==> src/rtl/seg_match_pkg.sv <==
// Shared definitions for the segment pattern matcher: FSM state codes,
// character-class bit positions and width helpers.
package seg_match_pkg;

   localparam logic [2:0] IDLE  = 3'd0;
   localparam logic [2:0] START = 3'd1;
   localparam logic [2:0] STOP  = 3'd2;
   localparam logic [2:0] ERROR = 3'd3;
   localparam logic [2:0] MATCH = 3'd4;

   typedef enum logic [2:0] {
      ST_IDLE  = IDLE,
      ST_START = START,
      ST_STOP  = STOP,
      ST_ERROR = ERROR,
      ST_MATCH = MATCH
   } state_e;

   // Bit positions inside the class-flag vector produced by the classifier.
   localparam int SMALL     = 0;
   localparam int CAPITAL   = 1;
   localparam int NUMBER    = 2;
   localparam int HEX       = 3;
   localparam int PUNCT     = 4;
   localparam int FIN       = 5;
   localparam int PAREN     = 6;
   localparam int CURLY     = 7;
   localparam int MATH      = 8;
   localparam int WS        = 9;
   localparam int VOWEL     = 10;
   localparam int CONSONANT = 11;
   localparam int OTHER     = 12;

   localparam int N_CLASS_DEF = 13;
   localparam int CNT_W_DEF   = 4;

   function automatic int cls_w(input int n_class);
      return $clog2(n_class);
   endfunction

   function automatic int cnt_max(input int cnt_w);
      return (1 << cnt_w) - 1;
   endfunction

endpackage

==> src/rtl/seg_cfg_shadow.sv <==
// Shadow copy of the pattern configuration, captured when a string starts,
// plus lookup of the current and following segment's class/min/max.
module seg_cfg_shadow
   import seg_match_pkg::*;
#(
   parameter int N_SEG = 4,
   parameter int CNT_W = CNT_W_DEF,
   parameter int CLS_W = cls_w(N_CLASS_DEF)
) (
   input  logic                       clk,
   input  logic                       rst,
   input  logic                       load,
   input  logic [$clog2(N_SEG):0]     cfg_nseg,
   input  logic [N_SEG*CLS_W-1:0]     cfg_class,
   input  logic [N_SEG*CNT_W-1:0]     cfg_min,
   input  logic [N_SEG*CNT_W-1:0]     cfg_max,
   input  logic [$clog2(N_SEG)-1:0]   seg_idx,
   output logic [$clog2(N_SEG)-1:0]   last_idx,
   output logic [CLS_W-1:0]           cur_class,
   output logic [CNT_W-1:0]           cur_min,
   output logic [CNT_W-1:0]           cur_max,
   output logic [CLS_W-1:0]           nxt_class
);

   localparam int IDX_W  = $clog2(N_SEG);
   localparam int NSEG_W = $clog2(N_SEG) + 1;

   logic [NSEG_W-1:0]      nseg_q, nseg_d, nseg_eff;
   logic [N_SEG*CLS_W-1:0] class_q, class_d;
   logic [N_SEG*CNT_W-1:0] min_q, min_d;
   logic [N_SEG*CNT_W-1:0] max_q, max_d;
   logic [IDX_W-1:0]       nxt_idx;
   logic [CNT_W-1:0]       raw_min;

   always_comb begin
      nseg_d  = nseg_q;
      class_d = class_q;
      min_d   = min_q;
      max_d   = max_q;
      if (load) begin
         nseg_d  = cfg_nseg;
         class_d = cfg_class;
         min_d   = cfg_min;
         max_d   = cfg_max;
      end
   end

   always_ff @(posedge clk or negedge rst) begin
      if (!rst) begin
         nseg_q  <= '0;
         class_q <= '0;
         min_q   <= '0;
         max_q   <= '0;
      end else begin
         nseg_q  <= nseg_d;
         class_q <= class_d;
         min_q   <= min_d;
         max_q   <= max_d;
      end
   end

   // A zero segment count or zero minimum both mean "one"; counts above N_SEG clamp.
   always_comb begin
      nseg_eff = nseg_q;
      if (nseg_q == '0)
         nseg_eff = NSEG_W'(1);
      else if (nseg_q > NSEG_W'(N_SEG))
         nseg_eff = NSEG_W'(N_SEG);
      last_idx  = IDX_W'(nseg_eff - NSEG_W'(1));
      nxt_idx   = (seg_idx == IDX_W'(N_SEG - 1)) ? '0 : seg_idx + IDX_W'(1);
      cur_class = class_q[seg_idx*CLS_W +: CLS_W];
      nxt_class = class_q[nxt_idx*CLS_W +: CLS_W];
      raw_min   = min_q[seg_idx*CNT_W +: CNT_W];
      cur_min   = (raw_min == '0) ? CNT_W'(1) : raw_min;
      cur_max   = max_q[seg_idx*CNT_W +: CNT_W];
   end

endmodule

==> src/rtl/seg_pattern_matcher.sv <==
// Judges a \0-framed string against up to N_SEG "class k, min..max" segments.
// Optional result statistics are enabled with the SEG_MATCH_STATS_EN macro.
module seg_pattern_matcher
   import seg_match_pkg::*;
#(
   parameter int N_SEG   = 4,
   parameter int N_CLASS = N_CLASS_DEF,
   parameter int CNT_W   = CNT_W_DEF,
   parameter int CLS_W   = $clog2(N_CLASS)
) (
   input  logic                       clk,
   input  logic                       rst,
   input  logic                       valid,
   input  logic                       start_stop,
   input  logic [N_CLASS-1:0]         char_class,
   input  logic                       error_verify,
   input  logic [$clog2(N_SEG):0]     cfg_nseg,
   input  logic [N_SEG*CLS_W-1:0]     cfg_class,
   input  logic [N_SEG*CNT_W-1:0]     cfg_min,
   input  logic [N_SEG*CNT_W-1:0]     cfg_max,
   output logic [2:0]                 state,
   output logic [$clog2(N_SEG)-1:0]   seg_idx,
   output logic                       match_valid,
   output logic                       match_ok
`ifdef SEG_MATCH_STATS_EN
   ,
   input  logic                       stat_clr,
   output logic [15:0]                stat_ok,
   output logic [15:0]                stat_err
`endif
);

   localparam int IDX_W = $clog2(N_SEG);
   localparam logic [CNT_W-1:0] CNT_SAT = CNT_W'(cnt_max(CNT_W));

   // Handshake: valid qualifies char_class/start_stop for one cycle; there is
   // no back-pressure, every valid cycle is consumed by the FSM.
   state_e           state_q, state_d;
   logic [IDX_W-1:0] seg_idx_q, seg_idx_d;
   logic [CNT_W-1:0] count_q, count_d;
   logic             term_seen_q, term_seen_d;
   logic             match_valid_q, match_valid_d;
   logic             match_ok_q, match_ok_d;

   logic             cfg_load;
   logic [IDX_W-1:0] last_idx;
   logic [CLS_W-1:0] cur_class, nxt_class;
   logic [CNT_W-1:0] cur_min, cur_max;
   logic             hit_cur, hit_nxt, room, min_met, is_last;

   function automatic logic class_hit(input logic [N_CLASS-1:0] flags,
                                      input logic [CLS_W-1:0] idx);
      logic hit;
      hit = 1'b0;
      for (int k = 0; k < N_CLASS; k++)
         if (idx == CLS_W'(k)) hit = flags[k];
      return hit;
   endfunction

   seg_cfg_shadow #(
      .N_SEG (N_SEG),
      .CNT_W (CNT_W),
      .CLS_W (CLS_W)
   ) u_shadow (
      .clk       (clk),
      .rst       (rst),
      .load      (cfg_load),
      .cfg_nseg  (cfg_nseg),
      .cfg_class (cfg_class),
      .cfg_min   (cfg_min),
      .cfg_max   (cfg_max),
      .seg_idx   (seg_idx_q),
      .last_idx  (last_idx),
      .cur_class (cur_class),
      .cur_min   (cur_min),
      .cur_max   (cur_max),
      .nxt_class (nxt_class)
   );

   always_comb begin
      state_d       = state_q;
      seg_idx_d     = seg_idx_q;
      count_d       = count_q;
      term_seen_d   = term_seen_q;
      match_valid_d = 1'b0;
      match_ok_d    = 1'b0;
      cfg_load      = 1'b0;
      hit_cur       = class_hit(char_class, cur_class);
      hit_nxt       = class_hit(char_class, nxt_class);
      room          = (cur_max == '0) || (count_q < cur_max);
      min_met       = (count_q >= cur_min);
      is_last       = (seg_idx_q == last_idx);
      case (state_q)
         ST_IDLE: begin
            if (valid && start_stop) begin
               state_d     = ST_START;
               cfg_load    = 1'b1;
               seg_idx_d   = '0;
               count_d     = '0;
               term_seen_d = 1'b0;
            end
         end
         ST_START: begin
            if (valid) begin
               if (start_stop) begin
                  state_d     = ST_ERROR;
                  term_seen_d = 1'b1;
               end else if (hit_cur) begin
                  state_d   = ST_MATCH;
                  seg_idx_d = '0;
                  count_d   = CNT_W'(1);
               end else begin
                  state_d = ST_ERROR;
               end
            end
         end
         ST_MATCH: begin
            // Greedy: keep extending the current segment before moving on.
            if (valid) begin
               if (hit_cur && room) begin
                  count_d = (count_q == CNT_SAT) ? count_q : count_q + CNT_W'(1);
               end else if (min_met && !is_last && hit_nxt) begin
                  seg_idx_d = seg_idx_q + IDX_W'(1);
                  count_d   = CNT_W'(1);
               end else if (min_met && is_last && start_stop) begin
                  state_d = ST_STOP;
               end else begin
                  state_d     = ST_ERROR;
                  term_seen_d = start_stop;
               end
            end
         end
         ST_STOP: begin
            state_d       = ST_IDLE;
            seg_idx_d     = '0;
            count_d       = '0;
            match_valid_d = 1'b1;
            match_ok_d    = 1'b1;
         end
         ST_ERROR: begin
            if (error_verify || term_seen_q || (valid && start_stop)) begin
               state_d       = ST_IDLE;
               seg_idx_d     = '0;
               count_d       = '0;
               term_seen_d   = 1'b0;
               match_valid_d = 1'b1;
               match_ok_d    = 1'b0;
            end
         end
         default: state_d = ST_IDLE;
      endcase
   end

   always_ff @(posedge clk or negedge rst) begin
      if (!rst) begin
         state_q       <= ST_IDLE;
         seg_idx_q     <= '0;
         count_q       <= '0;
         term_seen_q   <= 1'b0;
         match_valid_q <= 1'b0;
         match_ok_q    <= 1'b0;
      end else begin
         state_q       <= state_d;
         seg_idx_q     <= seg_idx_d;
         count_q       <= count_d;
         term_seen_q   <= term_seen_d;
         match_valid_q <= match_valid_d;
         match_ok_q    <= match_ok_d;
      end
   end

   assign state       = state_q;
   assign seg_idx     = seg_idx_q;
   assign match_valid = match_valid_q;
   assign match_ok    = match_ok_q;

`ifdef SEG_MATCH_STATS_EN
   logic [15:0] stat_ok_q, stat_ok_d;
   logic [15:0] stat_err_q, stat_err_d;

   always_comb begin
      stat_ok_d  = stat_ok_q;
      stat_err_d = stat_err_q;
      if (stat_clr) begin
         stat_ok_d  = '0;
         stat_err_d = '0;
      end else if (match_valid_q) begin
         if (match_ok_q) begin
            if (stat_ok_q != 16'hFFFF) stat_ok_d = stat_ok_q + 16'd1;
         end else begin
            if (stat_err_q != 16'hFFFF) stat_err_d = stat_err_q + 16'd1;
         end
      end
   end

   always_ff @(posedge clk or negedge rst) begin
      if (!rst) begin
         stat_ok_q  <= '0;
         stat_err_q <= '0;
      end else begin
         stat_ok_q  <= stat_ok_d;
         stat_err_q <= stat_err_d;
      end
   end

   assign stat_ok  = stat_ok_q;
   assign stat_err = stat_err_q;
`endif

endmodule

==> config.mk <==
export PLATFORM = sky130hd
export DESIGN_NAME = seg_pattern_matcher
export DESIGN_NICKNAME = d
export VERILOG_FILES = /design/src/rtl/seg_match_pkg.sv /design/src/rtl/seg_cfg_shadow.sv /design/src/rtl/seg_pattern_matcher.sv
export SDC_FILE = /design/constraint.sdc
export NUM_CORES = 1
export LEC_CHECK = 0
export CORE_MARGIN = 3
export CORE_UTILIZATION = 54
export DETAILED_ROUTE_END_ITERATION = 10
export HOLD_SLACK_MARGIN = 0.03
export PLACE_DENSITY = 0.83
export SYNTH_ARGS = -nofsm -noshare
export SYNTH_HDL_FRONTEND = slang
export SYNTH_SLANG_ARGS = --single-unit
==> constraint.sdc <==
create_clock -name clk -period 4.65 [get_ports clk]
set_input_delay 0.93 -clock clk [delete_from_list [all_inputs] [get_ports clk]]
set_output_delay 0.93 -clock clk [all_outputs]
set_load 0.01 [all_outputs]
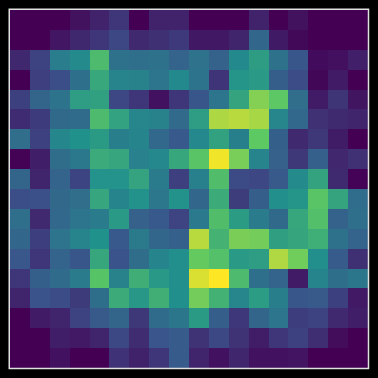
run_1/wire_density.png
Scale: 4 px per um. The die is cut into 18 by 18 equal tiles; dark purple is low, yellow is high, scaled to the fullest tile. Values are wire area over tile area, all layers added.
densest ninth of the die	centre
tiles over half the peak	22%
fullest tile	0.53
Total Routing Usage GR: 0.232
wire per inst: 17.7 um

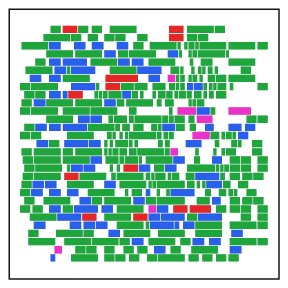
run_1/drive_strength.png
Scale: 3 px per um.
size	colour	cells	share
drive 1 or less	green	293	74%
drive 3 to 4	magenta	8	2.0%
drive 2	blue	82	21%
drive 6 and up	red	12	3.0%
non-clock buffer count in the final layout: 79
area overhead of the layout relative to synthesis: 26.1%
cell area after layout: 4740 um^2
Worst Slack Setup Final: 1.08 ns

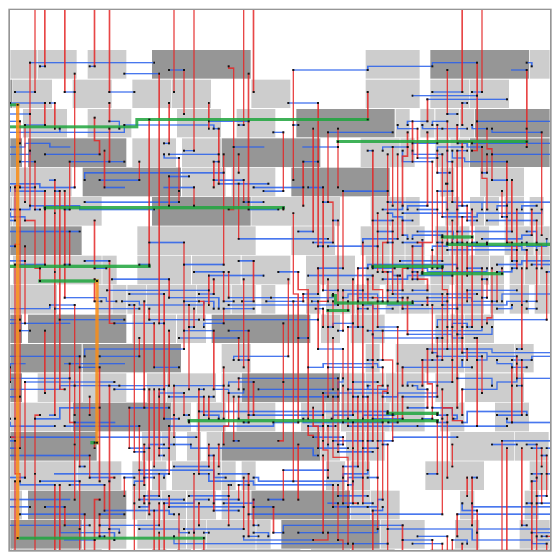
run_1/zoom.png
Region (20, 38) to (70, 88) um. Cells in grey, sequential cells in the stronger grey; small squares are vias.
layer	colour
met1	blue
met4	orange
met3	green
met2	red
netlist names of flops here include	u_shadow.min_q (10), count_q (4), seg_idx (2)
sequential cells in the window	23
most frequent	dfrtp_1 (23), nand2_1 (17), nor2_1 (14)
cells with their middle in the window	173

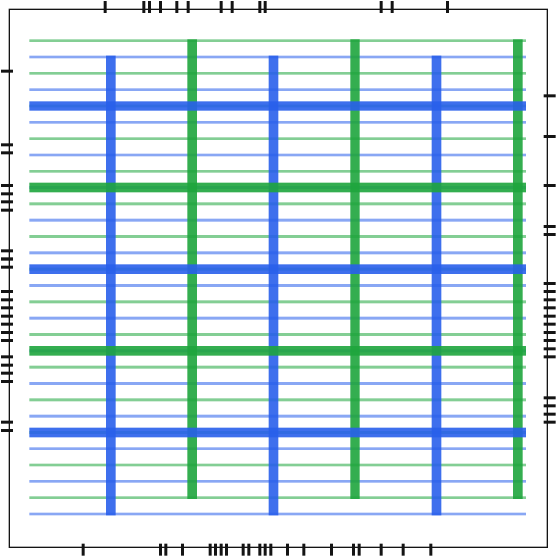
run_1/pdn.png
Scale: 6 px per um. Pins as bars on the die edge.
net	colour
VDD	green
VSS	blue
signal pins	76
met1 rails	30
met5 straps	5
met4 straps	6
Die Wd: 89.4 um
Max IR drop VDD: 0.325 mV
Floorplan Core Area: 6530 um^2
Die Ht: 89.4 um

==> notes.md, run 1 <==
run results: Slowest cell on crit path sky130_fd_sc_hd__mux4_2, cell types occupying the most area after synthesis sky130_fd_sc_hd__dfrtp_1 42%, sky130_fd_sc_hd__mux2_2 15%, sky130_fd_sc_hd__mux4_2 7.8%, port buffer count 75, element type at the critical path start flip-flop, clock slew at reported path FFs roughly 0.06 ns, post-cts hold-fix buffer tally 0, flip-flops with a built-in enable 0, share of post-route cells with drive strength above 1 0.258, Initial DRC Count about 200, Mux area share 0.294, tally of OpenROAD warnings 26, standard cell area after detailed placement approximately 4500 um^2, pin count of the biggest net entering global routing 64, worst hold start term_seen_q, number of rows in the core area 29, crit path time final between 3 and 4 ns, max-slew violation count 0, outcome finished, final reports clean, total of warnings raised by yosys 0, kind of end point of the critical path flip-flop, origin of the worst setup path seg_idx[0], Post-Route Setup TNS 0 ns, crit-path cells buf_4 > ha_1 > nor2_8 > mux4_2 > o21bai_1 > a21oi_2 > o221ai_2 > a21oi_4 > a2bb2oi_1 > o211a_1 > mux2i_1, Final Wtd Congestion ~0.92, peak fanout along the critical path 14, worst rel slew slack 0.492, Final Hold Fails 0, detailed-router iteration count before antenna repair 5, FA/HA/MAJ Cells, Area Fraction 0.0300, xor+xnor area frac 0, cell resize tally after clock tree synthesis 0, critical path depth 11, Layout Nets around 470, starting utilization of the core area 0.576, CTS Buffer Depth 2, clock skew after layout 0.00658 ns, TritonCTS clock tree yes
-- run 1: worst paths after layout --
check                                endpoint
setup reg to reg                   seg_idx[0]
hold / removal                    term_seen_q
min in group asynchronous  u_shadow.max_q[11]
hold reg to reg                   term_seen_q
max in group asynchronous            state[0]
setup / recovery                   seg_idx[0]
-- run 1: layout make-up --
type,instances,share of cell area
Multi-Input combinational cell,220,0.430
Sequential cell,63,0.333
Timing Repair Buffer,79,0.164
Clock buffer,12,0.0306
Tap cell,77,0.0203
Inverter,17,0.0135
Clock inverter,4,0.00950
-- run 1: kinds of logic (layout without fill, tap and decap cells) --
kind of cell               after synthesis  in the layout
and+or+nand+nor                         71             71
buffers and inverters                   32            112
muxes                                   83             83
adders and majority gates                9              9
DFF                                     63             63
AOI/OAI and AO/OA                       57             57
-- run 1: layer usage --
metal | vias to the layer above | track usage | part of all wire
met5 | - | 0 | 0
met4 | 0 | 0.0988 | 0.019
met3 | 14 | 0.0590 | 0.063
met2 | 102 | 0.380 | 0.50
met1 | 1412 | 0.294 | 0.42
li1 | 1326 | - | -
-- run 1: state kept, by name, summed over array words and instances, names as in the netlist, 2 cells and up --
name and count:
state 3, u_shadow.class_q 16, u_shadow.min_q 16, seg_idx 2, count_q 4, u_shadow.nseg_q 3, u_shadow.max_q 16
-- run 1: through the flow --
step | setup WS, ns | cells | utilization
final | 1.08 | 472 | 0.726
after detailed placement | 1.07 | 456 | 0.697
after global placement | 1.17 | 456 | 0.697
after global routing | 0.796 | 472 | 0.726
after floorplan | 1.44 | 315 | -
after CTS | 1.05 | 472 | 0.726
-- run 1: power breakdown --
group	switching (mW)	total, mW	internal, mW
Sequential	0.209	1.01	0.802
Clock	0.204	0.464	0.260
Combinational	0.574	1.24	0.662
-- run 1: layout by cell type (no fill, tap or decap), drive strengths merged, types with 2 or more instances in the layout --
cell and instances:
a2bb2oi 2, mux2i 16, a211oi 2, a21o 5
buf 5, nor4 2, o31ai 3, nand2 26
dfrtp 63, a21oi 9, clkinv 3, nor2 20
mux4 16, o211ai 3, a31oi 3, nand4 3
a21boi 2, nor3 4, or3 3, o21ai 15
clkbuf 12, nand3 7, ha 9, o211a 2
inv 17, clkdlybuf4s50 74, mux2 51
run_1/final_placement.png
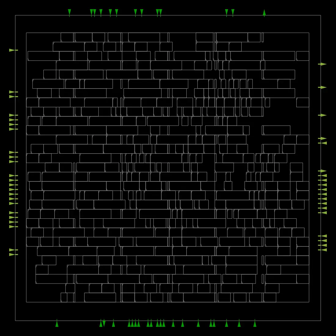

--- run 2 (diff from run 1) ---
CORE_UTILIZATION = 47   (was 54)
PLACE_DENSITY = 0.77   (was 0.83)
clock period = 3.05 ns   (was 4.65 ns; I/O delays follow)
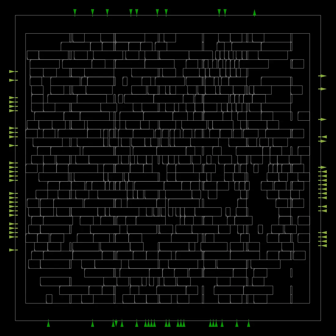
run_2/final_placement.png
number of sequential storage elements: 63
sequential share of cell area: 0.304
post-layout util: 0.693
Floorplan Core Area: 7490 um^2

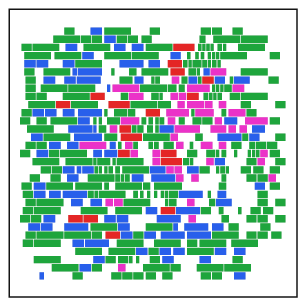
run_2/drive_strength.png
Scale: 3 px per um.
cell area after layout: 5180 um^2
Worst Slack Setup Final: -0.0540 ns

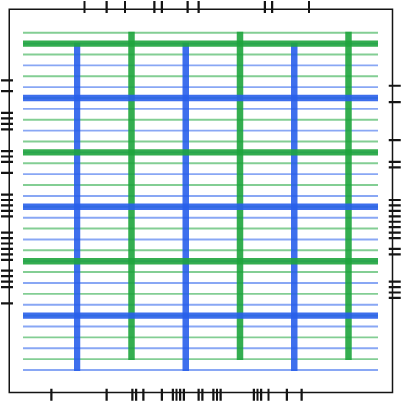
run_2/pdn.png
Scale: 4 px per um. Pins as bars on the die edge.
Max IR drop VDD: 0.510 mV
Die Ht: 95.4 um

==> notes.md, run 2 <==
run results: Final Hold Fails 0 (unchanged), number of rows in the core area 31 (+6.9%), Layout Nets 501 (+7.1%), busiest layer in global routing met2, port buffer count 75 (unchanged), CP endpoint seg_idx[0], Setup Slack @ Placement -0.0790 ns (-1.15 ns), outcome finished with violations, tally of OpenROAD warnings 28 (+7.7%), Total Routing Usage GR 0.207 (-0.0251), Worst Slack Setup Final -0.0540 ns (-1.13 ns), most instantiated logic cells after routing 74 x sky130_fd_sc_hd__clkdlybuf4s50_1, 62 x sky130_fd_sc_hd__dfrtp_1, 50 x sky130_fd_sc_hd__mux2_2, grt met1 use 0.278 (-0.0158), leading cell type in the layout, fill and taps excluded sky130_fd_sc_hd__clkdlybuf4s50_1, worst rel slew slack 0.445 (-0.0462), crit path time final 3.10 ns (-0.468 ns), peak fanout along the critical path 5 (-9), standard cell area after detailed placement 4790 um^2 (+5.3%), final-report setup violation count 3, Final Wtd Congestion 0.844 (-7.8%), cell types occupying the most area after synthesis sky130_fd_sc_hd__dfrtp_1 42%, sky130_fd_sc_hd__mux2_2 15%, sky130_fd_sc_hd__mux4_2 7.8%, violated checks setup timing, kind of end point of the critical path flip-flop, xor+xnor area frac 0 (unchanged), origin of the worst setup path seg_idx[0], number of non-filler instances in the completed layout 526 (+11%), global routing met2 resource utilization 0.337 (-0.0427), starting utilization of the core area 0.502 (-0.0734)
[run 2: how the worst min path moves through the flow]
stage,startpoint,to,cells after the start
final,rst,u_shadow.max_q[7],1
after global routing,rst,u_shadow.max_q[7],1
after CTS,rst,u_shadow.max_q[7],1
after detailed placement,u_shadow.max_q[12],u_shadow.max_q[12],1
after global placement,u_shadow.max_q[2],u_shadow.max_q[2],1
after floorplan,rst,count_q[0],0
[run 2: what timing repair did]
item | CTS | global route
hold buffers | 0 | 0
pin swaps | 6 | 20
endpoints found under the setup margin | 7 | 10
resized | 8 | 27
setup buffers | 7 | 3
gates cloned | 1 | 0
[run 2: layout make-up]
cell class / count / area share
multi-input combinational: 221 / 0.421
clock buffer: 9 / 0.0239
inverter: 17 / 0.0123
clock inverter: 6 / 0.00748
timing repair buffer: 111 / 0.208
tap: 99 / 0.0239
sequential: 63 / 0.304
[run 2: critical path, stage by stage (launching register included)]
cell and delay (ns):
sky130_fd_sc_hd__dfrtp_2 0.42, sky130_fd_sc_hd__buf_12 0.13, sky130_fd_sc_hd__mux4_2 0.51, sky130_fd_sc_hd__a31o_4 0.23
sky130_fd_sc_hd__ha_4 0.25, sky130_fd_sc_hd__nand2b_4 0.10, sky130_fd_sc_hd__a21o_1 0.10, sky130_fd_sc_hd__a21o_1 0.11
sky130_fd_sc_hd__a21o_1 0.19, sky130_fd_sc_hd__nand4b_4 0.12, sky130_fd_sc_hd__a21oi_4 0.23, sky130_fd_sc_hd__a2bb2oi_1 0.18
sky130_fd_sc_hd__o211a_1 0.28, sky130_fd_sc_hd__mux2i_2 0.12
[run 2: cells by family after synthesis]
family | count (synthesis)
flip-flops | 63
multiplexers | 83
adder cells (fa/ha/maj) | 9
buffers and inverters | 32
AND-OR/OR-AND | 57
AND/OR/NAND/NOR | 71
[run 2: report_power, final]
group | total [mW] | internal, mW | switching, mW
Sequential | 1.55 | 1.22 | 0.324
Clock | 0.615 | 0.287 | 0.328
Combinational | 2.29 | 1.26 | 1.03
Total | 4.45 | 2.77 | 1.68
[run 2: per-layer routing]
layer	part of all wire	vias to the layer above
met5	0	-
met4	0.018	0
met3	0.053	19
met2	0.49	95
met1	0.44	1435
li1	-	1386
Power figures rest on the tool's default switching activity, not on a simulated workload.
